==> config.mk <==
export PLATFORM = sky130hd
export DESIGN_NAME = dma_channel_sched_flat
export DESIGN_NICKNAME = d
export VERILOG_FILES = /design/src/rtl/dma_channel_sched_if.sv /design/src/rtl/dma_channel_sched.sv /design/src/flat_wrapper.sv
export SDC_FILE = /design/constraint.sdc
export NUM_CORES = 1
export LEC_CHECK = 0
export ABC_AREA = 1
export CORE_AREA = 2 2 164 166
export DETAILED_ROUTE_END_ITERATION = 7
export DIE_AREA = 0 0 166 168
export GPL_TIMING_DRIVEN = 1
export PLACE_DENSITY_LB_ADDON = 0.08
export SETUP_SLACK_MARGIN = 0.5
export SYNTH_ARGS = -nofsm -noshare
export SYNTH_HDL_FRONTEND = slang
export SYNTH_SLANG_ARGS = --single-unit
==> constraint.sdc <==
create_clock -name clk -period 4.3 [get_ports clk]
set_clock_uncertainty 0.15 [all_clocks]
set_input_delay 0.645 -clock clk [delete_from_list [all_inputs] [get_ports clk]]
set_output_delay 0.645 -clock clk [all_outputs]
set_load 0.005 [all_outputs]
==> src/rtl/dma_channel_sched_if.sv <==
// ---------------------------------------------------------------------------
// dma_channel_sched_if
//   Bundles the channel-side request/command/response signals and the
//   copy-engine command/handshake signals of the DMA channel scheduler.
//
//   Channel side : ch_req, ch_src, ch_dst, ch_len  (to scheduler)
//                  ch_done, ch_err                 (from scheduler)
//   Engine side  : eng_start, eng_src, eng_dst, eng_len, eng_abort
//                  (from scheduler), eng_done (to scheduler)
//   Status       : busy, cur_ch (from scheduler)
//
//   Modports: master = the scheduler, slave = channels + engine.
// ---------------------------------------------------------------------------
interface dma_channel_sched_if #(
  parameter int NUM_CH = 4,
  parameter int ADDR_W = 32,
  parameter int LEN_W  = 16
);
  localparam int CH_W = $clog2(NUM_CH);

  logic [NUM_CH-1:0]        ch_req;
  logic [NUM_CH*ADDR_W-1:0] ch_src;
  logic [NUM_CH*ADDR_W-1:0] ch_dst;
  logic [NUM_CH*LEN_W-1:0]  ch_len;
  logic [NUM_CH-1:0]        ch_done;
  logic [NUM_CH-1:0]        ch_err;
  logic                     eng_start;
  logic [ADDR_W-1:0]        eng_src;
  logic [ADDR_W-1:0]        eng_dst;
  logic [LEN_W-1:0]         eng_len;
  logic                     eng_done;
  logic                     eng_abort;
  logic                     busy;
  logic [CH_W-1:0]          cur_ch;

  modport master (
    input  ch_req, ch_src, ch_dst, ch_len, eng_done,
    output ch_done, ch_err, eng_start, eng_src, eng_dst, eng_len,
           eng_abort, busy, cur_ch
  );

  modport slave (
    output ch_req, ch_src, ch_dst, ch_len, eng_done,
    input  ch_done, ch_err, eng_start, eng_src, eng_dst, eng_len,
           eng_abort, busy, cur_ch
  );
endinterface

==> src/rtl/dma_channel_sched.sv <==
// ---------------------------------------------------------------------------
// dma_channel_sched
//   Round-robin scheduler sharing one DMA copy engine among NUM_CH channels.
//   A winner's command is latched and issued to the engine with a one-cycle
//   start strobe; the engine's done (or a watchdog timeout, which aborts the
//   engine) is reported back to the winning channel as a one-cycle pulse.
//
//   Ports:
//     clk  - clock, rising edge
//     rst  - asynchronous active-high reset
//     bus  - dma_channel_sched_if.master (channel + engine signals)
//   All outputs are registered.
// ---------------------------------------------------------------------------
module dma_channel_sched #(
  parameter int NUM_CH  = 4,
  parameter int ADDR_W  = 32,
  parameter int LEN_W   = 16,
  parameter int TIMEOUT = 1024
) (
  input  logic                clk,
  input  logic                rst,
  dma_channel_sched_if.master bus
);
  localparam int CH_W  = $clog2(NUM_CH);
  localparam int CNT_W = $clog2(TIMEOUT);
  localparam logic [CNT_W-1:0] CNT_LAST = CNT_W'(TIMEOUT - 1);
  localparam logic [CH_W-1:0]  CH_LAST  = CH_W'(NUM_CH - 1);

  typedef enum logic [2:0] {
    S_IDLE,
    S_ISSUE,
    S_WAIT,
    S_COMPLETE,
    S_ABORT
  } state_e;

  state_e            state_q, state_d;
  logic [CH_W-1:0]   rr_ptr_q, rr_ptr_d;
  logic [CH_W-1:0]   cur_ch_q, cur_ch_d;
  logic [CNT_W-1:0]  cnt_q, cnt_d;
  logic [ADDR_W-1:0] src_q, src_d;
  logic [ADDR_W-1:0] dst_q, dst_d;
  logic [LEN_W-1:0]  len_q, len_d;
  logic              start_q, start_d;
  logic              abort_q, abort_d;
  logic              busy_q, busy_d;
  logic [NUM_CH-1:0] done_q, done_d;
  logic [NUM_CH-1:0] err_q, err_d;

  // Unflattened per-channel commands.
  logic [ADDR_W-1:0] req_src [NUM_CH];
  logic [ADDR_W-1:0] req_dst [NUM_CH];
  logic [LEN_W-1:0]  req_len [NUM_CH];

  always_comb begin
    for (int i = 0; i < NUM_CH; i++) begin
      req_src[i] = bus.ch_src[i*ADDR_W +: ADDR_W];
      req_dst[i] = bus.ch_dst[i*ADDR_W +: ADDR_W];
      req_len[i] = bus.ch_len[i*LEN_W +: LEN_W];
    end
  end

  // Round-robin arbiter: first request at or after rr_ptr, wrapping.
  logic            grant_vld;
  logic [CH_W-1:0] grant_idx;

  always_comb begin
    int              sum;
    logic [CH_W-1:0] idx;
    // NOTE: every combinational output gets a default before any branch,
    // otherwise paths that skip an assignment infer a latch.
    grant_vld = 1'b0;
    grant_idx = '0;
    sum       = 0;
    idx       = '0;
    for (int k = 0; k < NUM_CH; k++) begin
      sum = int'(rr_ptr_q) + k;
      if (sum >= NUM_CH) sum = sum - NUM_CH;
      idx = CH_W'(sum);
      if (!grant_vld && bus.ch_req[idx]) begin
        grant_vld = 1'b1;
        grant_idx = idx;
      end
    end
  end

  logic [CH_W-1:0] rr_after_cur;
  assign rr_after_cur = (cur_ch_q == CH_LAST) ? '0 : cur_ch_q + CH_W'(1);

  always_comb begin
    state_d  = state_q;
    rr_ptr_d = rr_ptr_q;
    cur_ch_d = cur_ch_q;
    cnt_d    = cnt_q;
    src_d    = src_q;
    dst_d    = dst_q;
    len_d    = len_q;
    start_d  = 1'b0;
    abort_d  = 1'b0;
    done_d   = '0;
    err_d    = '0;

    unique case (state_q)
      S_IDLE: begin
        if (grant_vld) begin
          cur_ch_d = grant_idx;
          src_d    = req_src[grant_idx];
          dst_d    = req_dst[grant_idx];
          len_d    = req_len[grant_idx];
          state_d  = (req_len[grant_idx] == '0) ? S_COMPLETE : S_ISSUE;
        end
      end
      S_ISSUE: begin
        start_d = 1'b1;
        cnt_d   = '0;
        state_d = S_WAIT;
      end
      S_WAIT: begin
        cnt_d = cnt_q + CNT_W'(1);
        // Engine completion is reported straight from this edge so the
        // channel sees done one cycle after eng_done; done beats timeout.
        if (bus.eng_done) begin
          done_d[cur_ch_q] = 1'b1;
          state_d          = S_COMPLETE;
        end else if (cnt_q == CNT_LAST) begin
          state_d = S_ABORT;
        end
      end
      S_COMPLETE: begin
        // Zero-length commands never reach WAIT, so their done is raised here.
        if (len_q == '0) done_d[cur_ch_q] = 1'b1;
        rr_ptr_d = rr_after_cur;
        state_d  = S_IDLE;
      end
      S_ABORT: begin
        abort_d         = 1'b1;
        err_d[cur_ch_q] = 1'b1;
        rr_ptr_d        = rr_after_cur;
        state_d         = S_IDLE;
      end
      default: state_d = S_IDLE;
    endcase

    busy_d = (state_d != S_IDLE);
  end

  // NOTE: state registers use non-blocking assignments so every flop samples
  // the pre-edge values regardless of statement order.
  always_ff @(posedge clk or posedge rst) begin
    if (rst) begin
      state_q  <= S_IDLE;
      rr_ptr_q <= '0;
      cur_ch_q <= '0;
      cnt_q    <= '0;
      src_q    <= '0;
      dst_q    <= '0;
      len_q    <= '0;
      start_q  <= 1'b0;
      abort_q  <= 1'b0;
      busy_q   <= 1'b0;
      done_q   <= '0;
      err_q    <= '0;
    end else begin
      state_q  <= state_d;
      rr_ptr_q <= rr_ptr_d;
      cur_ch_q <= cur_ch_d;
      cnt_q    <= cnt_d;
      src_q    <= src_d;
      dst_q    <= dst_d;
      len_q    <= len_d;
      start_q  <= start_d;
      abort_q  <= abort_d;
      busy_q   <= busy_d;
      done_q   <= done_d;
      err_q    <= err_d;
    end
  end

  assign bus.ch_done   = done_q;
  assign bus.ch_err    = err_q;
  assign bus.eng_start = start_q;
  assign bus.eng_src   = src_q;
  assign bus.eng_dst   = dst_q;
  assign bus.eng_len   = len_q;
  assign bus.eng_abort = abort_q;
  assign bus.busy      = busy_q;
  assign bus.cur_ch    = cur_ch_q;
endmodule

==> src/flat_wrapper.sv <==
// flat-port wrapper written by rule: the top's interface ports become plain ports
module dma_channel_sched_flat 
#(
  parameter int NUM_CH  = 4,
  parameter int ADDR_W  = 32,
  parameter int LEN_W   = 16,
  parameter int TIMEOUT = 1024
)
  (clk, rst, bus_ch_req, bus_ch_src, bus_ch_dst, bus_ch_len, bus_eng_done, bus_ch_done, bus_ch_err, bus_eng_start, bus_eng_src, bus_eng_dst, bus_eng_len, bus_eng_abort, bus_busy, bus_cur_ch);
  dma_channel_sched_if #(.NUM_CH(NUM_CH), .ADDR_W(ADDR_W), .LEN_W(LEN_W)) bus_i ();
  input  logic clk;
  input  logic rst;
  input wire logic [$bits(bus_i.ch_req)-1:0] bus_ch_req;
  input wire logic [$bits(bus_i.ch_src)-1:0] bus_ch_src;
  input wire logic [$bits(bus_i.ch_dst)-1:0] bus_ch_dst;
  input wire logic [$bits(bus_i.ch_len)-1:0] bus_ch_len;
  input wire logic [$bits(bus_i.eng_done)-1:0] bus_eng_done;
  output wire logic [$bits(bus_i.ch_done)-1:0] bus_ch_done;
  output wire logic [$bits(bus_i.ch_err)-1:0] bus_ch_err;
  output wire logic [$bits(bus_i.eng_start)-1:0] bus_eng_start;
  output wire logic [$bits(bus_i.eng_src)-1:0] bus_eng_src;
  output wire logic [$bits(bus_i.eng_dst)-1:0] bus_eng_dst;
  output wire logic [$bits(bus_i.eng_len)-1:0] bus_eng_len;
  output wire logic [$bits(bus_i.eng_abort)-1:0] bus_eng_abort;
  output wire logic [$bits(bus_i.busy)-1:0] bus_busy;
  output wire logic [$bits(bus_i.cur_ch)-1:0] bus_cur_ch;
  assign bus_i.ch_req = bus_ch_req;
  assign bus_i.ch_src = bus_ch_src;
  assign bus_i.ch_dst = bus_ch_dst;
  assign bus_i.ch_len = bus_ch_len;
  assign bus_i.eng_done = bus_eng_done;
  assign bus_ch_done = bus_i.ch_done;
  assign bus_ch_err = bus_i.ch_err;
  assign bus_eng_start = bus_i.eng_start;
  assign bus_eng_src = bus_i.eng_src;
  assign bus_eng_dst = bus_i.eng_dst;
  assign bus_eng_len = bus_i.eng_len;
  assign bus_eng_abort = bus_i.eng_abort;
  assign bus_busy = bus_i.busy;
  assign bus_cur_ch = bus_i.cur_ch;
  dma_channel_sched #(.NUM_CH(NUM_CH), .ADDR_W(ADDR_W), .LEN_W(LEN_W), .TIMEOUT(TIMEOUT)) u_core (.clk(clk), .rst(rst), .bus(bus_i));
endmodule
### Sequential cells colored by netlist name, run 1

Other sequential cells in the stronger gray, the rest of the logic in the fainter gray.
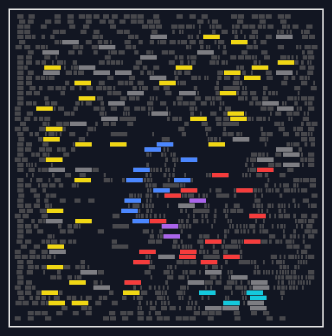
Key: `u_core.state_q` = purple [flops 3]; `u_core.cnt_q` = blue [flops 10, where center]; `u_core.bus.eng_len` = red [flops 16]; `u_core.bus.ch_done` = cyan [flops 4, where lower right]; `u_core.bus.eng_src` = yellow [flops 32]
Another 43 sequential cells are not colored.

### Clock routing, run 1

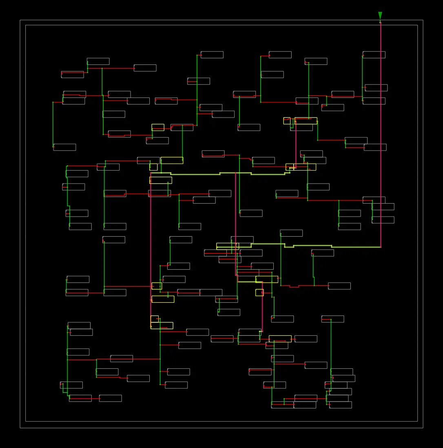
clk pwr: 858 uW
number of clock buffers in the layout: 10

### Layout detail, run 1

Window x 16 to 66, y 101 to 151 um. Cells in gray, sequential cells in the stronger gray; small squares are vias.
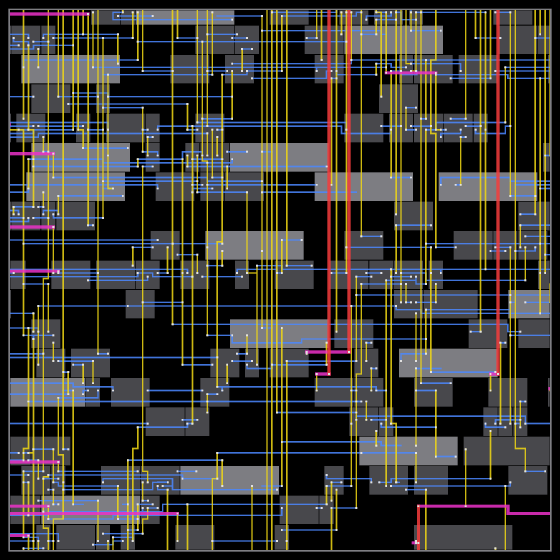
Key: metal 1 = blue; metal 2 = yellow; metal 3 = magenta; metal 4 = red
Sequential cells in the window: 15. Netlist names of flops here include `u_core.bus.eng_dst` (10), `u_core.bus.eng_src` (5). Most frequent: clkdlybuf4s50_1 (40), o211ai_1 (25), nand2_1 (25). 123 logic cells have their middle in the window.

==> metrics.csv, run 1 <==
metric;value;unit
run_status;finished clean;
placed_cell_area;11340;um2
rows;60;
io_buffers;419;
tightest_slew;1.072;ns
antenna_found_initial;5;
place.gp.congestion;0.8418;
grt_max_degree;115;
cp_max_fo;76;
numCtsBuffers;9;
ys_warn_count;0;
finalSetupViolCount;0;
routedWlPerCell;18.24;um
ys_seq_share;39.27;%
root_buffer;clkbuf_16;
drive_above_1_share;4.228;%
tns;0;ns
dieArea;27890;um2
cts-htree-levels;3;
crit_start;u_core.rr_ptr_q[0];
synth.distinct_cells;33;
final_util;44.17;%
cts_setup_buffers;0;
slew_violations;0;
grt_first_pass_wirelength;45140;um
maxSlewHeadroom;28.35;%
synthMuxAreaShare;5.255;%
ys_area;6882;um2
startpoint_type;flip-flop;
final_nets;1628;
drt-initial-drc-count;498;
die_w;166;um
end_kind;flip-flop;
setup_ws;0.9866;ns
io_pins;420;
drt_wl_total;30030;um
synth-edff-count;0;
p_leak;4.897;nW
ys_ff;108;
cts_sinks;108;
synthCells;913;
cts_buffer_depth;2;
rr_endpoint;u_core.bus.busy;
ir_drop;0.7887;mV
ctsHoldBuffers;0;
cts-resized-gates;0;
place_ws;0.6558;ns
critPathCapture;u_core.bus.busy;
grtUsageTotal;20.90;%
period_needed;3.313;ns
xor_share;0;%
syn-cell-area;6882;um2
r2r_cells;19;
rsz0062_at_grt;no;
postSynth.asyncResetShare;100.0;%
areaGrowthSynthToFinish;69.13;%
hold_viol_final;0;
hpwl;22660;um
synth_nets;1245;
vias;7644;
ys_sh_simple;26.76;%
min_path_type;reg2reg;
synthTopCellsByArea;dfrtp_1 39%, nand2_1 12%, o211ai_1 7.7%;
design_area;11640;um2
path_class;reg2reg;
fp.dieH;168;um
path_clk_slew;0.08;ns
first_pass_iters;5;
clock_latency;0.36;ns
crit_required;4.45;ns
whs;0.3499;ns
drc_errors;0;
stdcell_count;1646;
yosysTopAreaCell;dfrtp_1;
ys_cells;913;
reg2reg_from;u_core.rr_ptr_q[0];
layout_top_cells;419 x clkdlybuf4s50_1, 210 x nand2_1, 108 x dfrtp_1;
top_cell_area_share;39.27;%
avgSynthCellArea;7.537;um2
grt_pass1_vias;7471;
mostFrequentLayoutCell;clkdlybuf4s50_1;
cts_tree;done;
r2r_slack;0.99;ns
antenna_left;0;
cap_viol_max_count;0;
min_period_over_period;77.06;%
warnings;31;
==> run 1: state kept, by name (all words and copies together), names as in the netlist <==
| signal | count |
|---|---|
| u_core.state_q | 3 |
| u_core.bus.busy | 1 |
| u_core.bus.eng_start | 1 |
| u_core.bus.eng_src | 32 |
| u_core.bus.ch_err | 4 |
| u_core.rr_ptr_q | 2 |
| u_core.bus.eng_len | 16 |
| u_core.bus.eng_abort | 1 |
| u_core.bus.ch_done | 4 |
| u_core.bus.cur_ch | 2 |
| u_core.bus.eng_dst | 32 |
| u_core.cnt_q | 10 |
==> run 1: worst max-delay path, cell delays in order (launching register included) <==
cell and delay, ns:
dfrtp_1 0.57, inv_2 0.18, nand2_1 0.11, nand2_2 0.08
nand2_1 0.09, nand2_1 0.09, nor2_4 0.13, nand3_2 0.28
nand3_4 0.22, clkinv_2 0.25, buf_12 0.28, nand2_1 0.12
nand3_1 0.10, nand2_1 0.12, nand2_1 0.07, nor2_1 0.09
nand3_1 0.08, nand2_1 0.07, nand2_1 0.06, nand3_1 0.07
==> run 1: layer usage <==
metal  global-route usage [%]  wire, um  up-vias
met5                        0        13        -
met3                    4.984      2002       35
met4                    7.826       710        2
met2                    35.41     14600      294
li1                         -         -     3858
met1                    25.88     12710     3455
==> run 1: synthesized netlist by cell type, types with 7 or more instances <==
library cell,instances
a31oi_1,27
buf_2,26
buf_4,8
clkbuf_1,23
dfrtp_1,108
inv_1,55
mux2i_1,35
nand2_1,211
nand3_1,60
nor2_1,101
nor3_1,7
o211ai_1,71
o21ai_0,76
o21bai_1,24
or2_0,20
or2_1,10
or2_2,7
==> run 1: worst min path at each step <==
stage	from	to	slack [ns]	cells after the start
4_1_cts	u_core.bus.eng_src[29]	u_core.bus.eng_src[29]	0.36	2
3_3_place_gp	u_core.bus.eng_dst[13]	u_core.bus.eng_dst[13]	0.33	2
5_1_grt	u_core.bus.eng_src[9]	u_core.bus.eng_src[9]	0.38	2
6_report	u_core.bus.eng_dst[5]	u_core.bus.eng_dst[5]	0.35	2
3_5_place_dp	u_core.bus.eng_src[29]	u_core.bus.eng_src[29]	0.34	2
2_1_floorplan	u_core.state_q[0]	u_core.bus.eng_abort	0.32	1
==> run 1: where the power goes <==
part | total, mW | leakage [nW] | switching (mW) | internal [mW]
registers | 1.77 | 1.32 | 0.280 | 1.49
logic | 6.33 | 3.43 | 3.71 | 2.63
clock network | 0.858 | 0.142 | 0.436 | 0.422
==> run 1: cell families (layout without fill, tap and decap cells) <==
| kind of cell | after synthesis | in the layout |
|---|---|---|
| AOI/OAI and AO/OA | 212 | 212 |
| adders and majority gates | 5 | 5 |
| buffers and inverters | 122 | 510 |
| DFF | 108 | 108 |
| muxes | 36 | 36 |
| other | 0 | 4 |
| and+or+nand+nor | 430 | 430 |
==> run 1: layout make-up <==
| type | count | area, um2 |
|---|---|---|
| fill | 2725 | 14710 |
| timing repair buffer | 434 | 4332 |
| inverter | 60 | 229.0 |
| sequential | 108 | 2703 |
| antenna | 4 | 10.01 |
| clock buffer | 10 | 239.0 |
| tap | 341 | 426.7 |
| clock inverter | 6 | 53.80 |
| multi-input combinational | 683 | 3646 |
==> run 1 -> run 2 <==
==> constraint.sdc (replaced) <==
create_clock -name clk -period 3 [get_ports clk]
set_clock_uncertainty 0.15 [all_clocks]
set_input_delay 0.45 -clock clk [delete_from_list [all_inputs] [get_ports clk]]
set_output_delay 0.45 -clock clk [all_outputs]
set_load 0.005 [all_outputs]
### Sequential cells colored by netlist name, run 2

Other sequential cells in the stronger gray, the rest of the logic in the fainter gray.
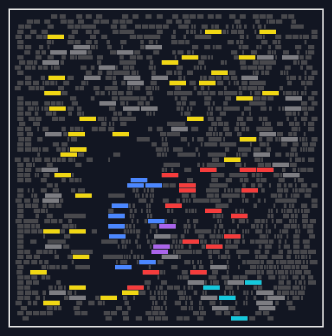
register fraction of the total cell area: 20.30%
Seq. pwr: 2.53 mW
post-layout util: 50.56%
Sequential Area: 2705 um2

==> metrics.csv, run 2 <==
metric;value;unit
drc_errors;0;
startpoint_type;flip-flop;
vias;8195;
hold_viol_final;0;
place_ws;-0.1691;ns
cts-htree-levels;3;
common_cells;211 x nand2_1, 108 x dfrtp_1, 101 x nor2_1;
min_path_type;reg2reg;
routedWlPerCell;19.66;um
setup_ws;0.3683;ns
n_fill_cell;2599;
cp_max_fo;14;
ys_ff;108;
cts_sinks;108;
hpwl;23500;um
end_kind;flip-flop;
rsz0062_at_grt;yes;
run_status;finished clean;
drt-initial-drc-count;436;
slew_violations;0;
avgSynthCellArea;7.537;um2
antenna_cells;0;
antenna_left;0;
ir_drop;0.5725;mV
areaGrowthSynthToFinish;93.60;%
fp.dieH;168;um
period_needed;2.632;ns
top_cell_area_share;39.27;%
synthTopCellsByArea;dfrtp_1 39%, nand2_1 12%, o211ai_1 7.7%;
placed_cell_area;11550;um2
path_class;reg2reg;
design_area;13320;um2
clock_latency;0.36;ns
finalSetupViolCount;0;
drt_wl_total;33810;um
postSynth.asyncResetShare;100.0;%
crit_required;3.08;ns
### Logic cells by family, run 2

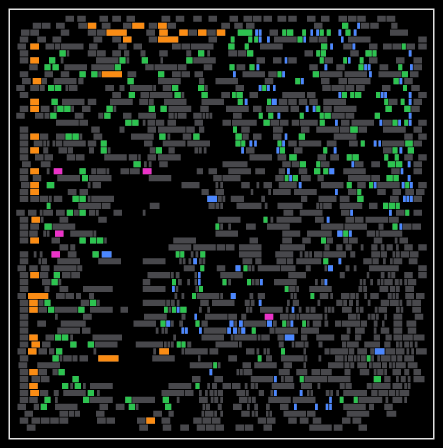
Key: NOR gates = blue [cells 113, most used nor2_1]; AND-OR and OR-AND gates = magenta [cells 5, most used a221o_1]; multiplexers = orange [cells 36, most used mux2i_1]; inverting AOI/OAI gates = green [cells 207, most used o211ai_1, where all over the die]
Top cell excl fill/tap: clkdlybuf4s50_1
logic share of the area: 30.31%

## run 2: cell types whose count changed in the layout (fill, tap and decap cells not counted), sizes merged, moves of 3 or more
| cell | previous run | this run |
|---|---|---|
| clkdlybuf4s50 | 419 | 415 |
| diode | 4 | 0 |
| bufbuf | 0 | 3 |
| buf | 15 | 80 |
| dlymetal6s2s | 0 | 3 |
| clkbuf | 10 | 18 |
## run 2: critical path: stages (launching register included)
cell	delay, ns
dfrtp_2	0.46
buf_12	0.17
nand2_4	0.06
nand2_4	0.07
nand2_4	0.08
nand2_4	0.05
nor2_4	0.15
nand3_4	0.13
nand3_4	0.12
buf_12	0.17
clkinv_8	0.10
buf_16	0.15
buf_12	0.12
buf_6	0.14
o21ai_0	0.15
o21bai_1	0.13
a31oi_1	0.10
## run 2: timing repair
item / 4_1_cts / 5_1_grt
pin swaps: 24 / 40
buffers inserted: 25 / 15
endpoints found under the setup margin: 66 / 78
gates resized: 81 / 97
cloned: 10 / 11
hold buffers: 0 / 0
## run 2: final timing paths
| kind | startpoint | end | slack [ns] | depth (start not counted) |
|---|---|---|---|---|
| min | u_core.bus.eng_src[6] | u_core.bus.eng_src[6] | 0.35 | 2 |
| max | u_core.rr_ptr_q[0] | u_core.bus.eng_src[17] | 0.37 | 16 |
| min in group asynchronous | rst | u_core.bus.eng_src[24] | 0.44 | 3 |
| min reg2reg | u_core.bus.eng_src[6] | u_core.bus.eng_src[6] | 0.35 | 2 |
| max reg2reg | u_core.rr_ptr_q[0] | u_core.bus.eng_src[17] | 0.37 | 16 |
| max in group asynchronous | rst | u_core.rr_ptr_q[1] | 1.72 | 3 |
## run 2: routing by layer
layer,global-route usage [%],wire length (um),vias up
met5,0,0,-
met4,5.066,478,0
met3,5.054,2153,27
met2,39.80,16740,292
met1,28.53,14440,3862
li1,-,-,4014
## run 2: power groups by stage
| stage | Combinational [mW] | Sequential (mW) | Clock (mW) |
|---|---|---|---|
| global route | 15.3 | 2.61 | 1.48 |
| floorplan | 5.81 | 2.53 | 0 |
| CTS | 12.2 | 2.53 | 1.42 |
| detailed placement | 9.75 | 2.54 | 0 |
| global placement | 9.71 | 2.53 | 0 |
| finish | 14.2 | 2.53 | 1.38 |
## run 2: final cells by class
cell class                 instances  area share (%)
clock inverter                     7          0.7795
multi-input combinational        684           30.31
tap                              341           3.202
inverter                          60           1.888
sequential                       108           20.30
timing repair buffer             511           41.83
clock buffer                       9           1.690
## run 2: logic make-up (layout without fill, tap and decap cells)
family                     Yosys count  count (layout)  share of synthesized area [%]
adders and majority gates            5               5                         0.9091
AOI/OAI and AO/OA                  212             212                          19.80
and+or+nand+nor                    430             431                          26.76
DFF                                108             108                          39.27
muxes                               36              36                          5.255
buffers and inverters              122             587                          8.000
==> run 2 -> run 3 <==
--- a/config.mk
+++ b/config.mk
@@ -7,6 +7,7 @@
 export LEC_CHECK = 0
 export ABC_AREA = 1
 export CORE_AREA = 2 2 164 166
+export CTS_BUF_LIST = sky130_fd_sc_hd__clkbuf_16
 export DETAILED_ROUTE_END_ITERATION = 7
 export DIE_AREA = 0 0 166 168
 export GPL_TIMING_DRIVEN = 1
### Sequential cells colored by netlist name, run 3

Other sequential cells in the stronger gray, the rest of the logic in the fainter gray.
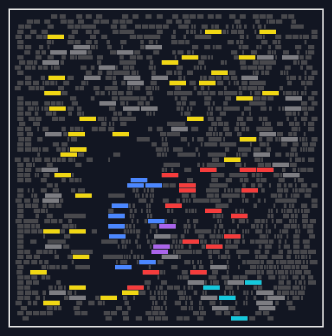
Key: `u_core.bus.ch_done` = cyan [flops 4]; `u_core.cnt_q` = blue [flops 10]; `u_core.bus.eng_len` = red [flops 16]; `u_core.bus.eng_src` = yellow [flops 32, where all over the die]; `u_core.state_q` = purple [flops 3]

==> metrics.csv, run 3 <==
metric;value;unit
yosysTopAreaCell;dfrtp_1;
ys_warn_count;0;
grtUsageMet3;5.054;%
grt_max_degree;109;
synth.distinct_cells;33;
hpwl;23500;um
rows;60;
drt_wl_total;33810;um
grt_pass1_vias;8018;
cts_buffer_depth;2;
ys_cells;913;
run_status;finished clean;
whs;0.3549;ns
syn-cell-area;6882;um2
met2_usage;39.80;%
drive_above_1_share;15.37;%
ys_ff;108;
tightest_slew;0.6638;ns
synthTopCellsByArea;dfrtp_1 39%, nand2_1 12%, o211ai_1 7.7%;
drt-initial-drc-count;436;
warnings;33;
min_period_over_period;87.72;%
end_kind;flip-flop;
dieArea;27890;um2
rsz0062_at_grt;yes;
mostFrequentLayoutCell;clkdlybuf4s50_1;
postSynth.asyncResetShare;100.0;%
io_pins;420;
grtUsageTotal;22.68;%
common_cells;211 x nand2_1, 108 x dfrtp_1, 101 x nor2_1;
ir_drop;0.5725;mV
clock_latency;0.36;ns
root_buffer;clkbuf_16;
avgSynthCellArea;7.537;um2
numCtsBuffers;9;
most_common_cell;nand2_1;
min_path_type;reg2reg;
### Logic cells by family, run 3

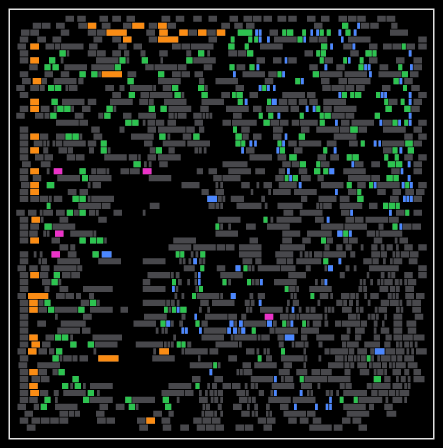
Key: multiplexers = orange [cells 36, most used mux2i_1]; NOR gates = blue [cells 113, most used nor2_1]; AND-OR and OR-AND gates = magenta [cells 5, most used a221o_1]; inverting AOI/OAI gates = green [cells 207, most used o211ai_1, where all over the die]

==> run 3: metal layers <==
metal | vias up | routed length (um)
li1 | 4014 | -
met1 | 3862 | 14440
met2 | 292 | 16740
met3 | 27 | 2153
met4 | 0 | 478
met5 | - | 0
==> run 3: power by group <==
| group | switching [mW] | internal, mW |
|---|---|---|
| clock network | 0.631 | 0.747 |
| registers | 0.394 | 2.13 |
| logic | 6.94 | 7.23 |
==> run 3: through the flow <==
stage	setup TNS [ns]	instances	cell area (um2)	utilization, %
after floorplan	0	913	6885	-
after global placement	-2.453	1643	11550	43.84
after detailed placement	-3.916	1643	11550	43.84
after CTS	0	1694	12650	47.99
after global routing	0	1720	13320	50.56
final	0	1720	13320	50.56
==> run 3: kinds of logic (layout without fill, tap and decap cells) <==
family,after synthesis,after routing,synth area share (%)
mux,36,36,5.255
flops,108,108,39.27
compound gates,212,212,19.80
fa+ha+maj,5,5,0.9091
buf+inv,122,587,8.000
simple gates,430,431,26.76
==> run 3: what timing repair did <==
item / CTS / global route
setup buffers: 25 / 15
setup endpoints to repair: 66 / 78
gates cloned: 10 / 11
pin swaps: 24 / 40
resized: 81 / 97
hold buffers: 0 / 0
==> run 3: critical path: stages, from the launching register on <==
cell	delay [ns]
dfrtp_2	0.46
buf_12	0.17
nand2_4	0.06
nand2_4	0.07
nand2_4	0.08
nand2_4	0.05
nor2_4	0.15
nand3_4	0.13
nand3_4	0.12
buf_12	0.17
clkinv_8	0.10
buf_16	0.15
buf_12	0.12
buf_6	0.14
o21ai_0	0.15
o21bai_1	0.13
a31oi_1	0.10
==> run 3: cell type report <==
cell class	count	area, um2	area share (%)
repair buffers	511	5573	41.83
multi-input cells	684	4038	30.31
flip-flops and latches	108	2705	20.30
well taps	341	426.7	3.202
inverters	60	251.5	1.888
clock buffers	9	225.2	1.690
clock inverters	7	103.9	0.7795
==> run 3: final timing paths <==
check	from	endpoint	cells past startpoint
min in group asynchronous	rst	u_core.bus.eng_src[24]	3
hold reg to reg	u_core.bus.eng_src[6]	u_core.bus.eng_src[6]	2
max in group asynchronous	rst	u_core.rr_ptr_q[1]	3
setup reg to reg	u_core.rr_ptr_q[0]	u_core.bus.eng_src[17]	16
hold / removal	u_core.bus.eng_src[6]	u_core.bus.eng_src[6]	2
setup / recovery	u_core.rr_ptr_q[0]	u_core.bus.eng_src[17]	16
No activity file was given, so power comes from the tool's default toggle rates.
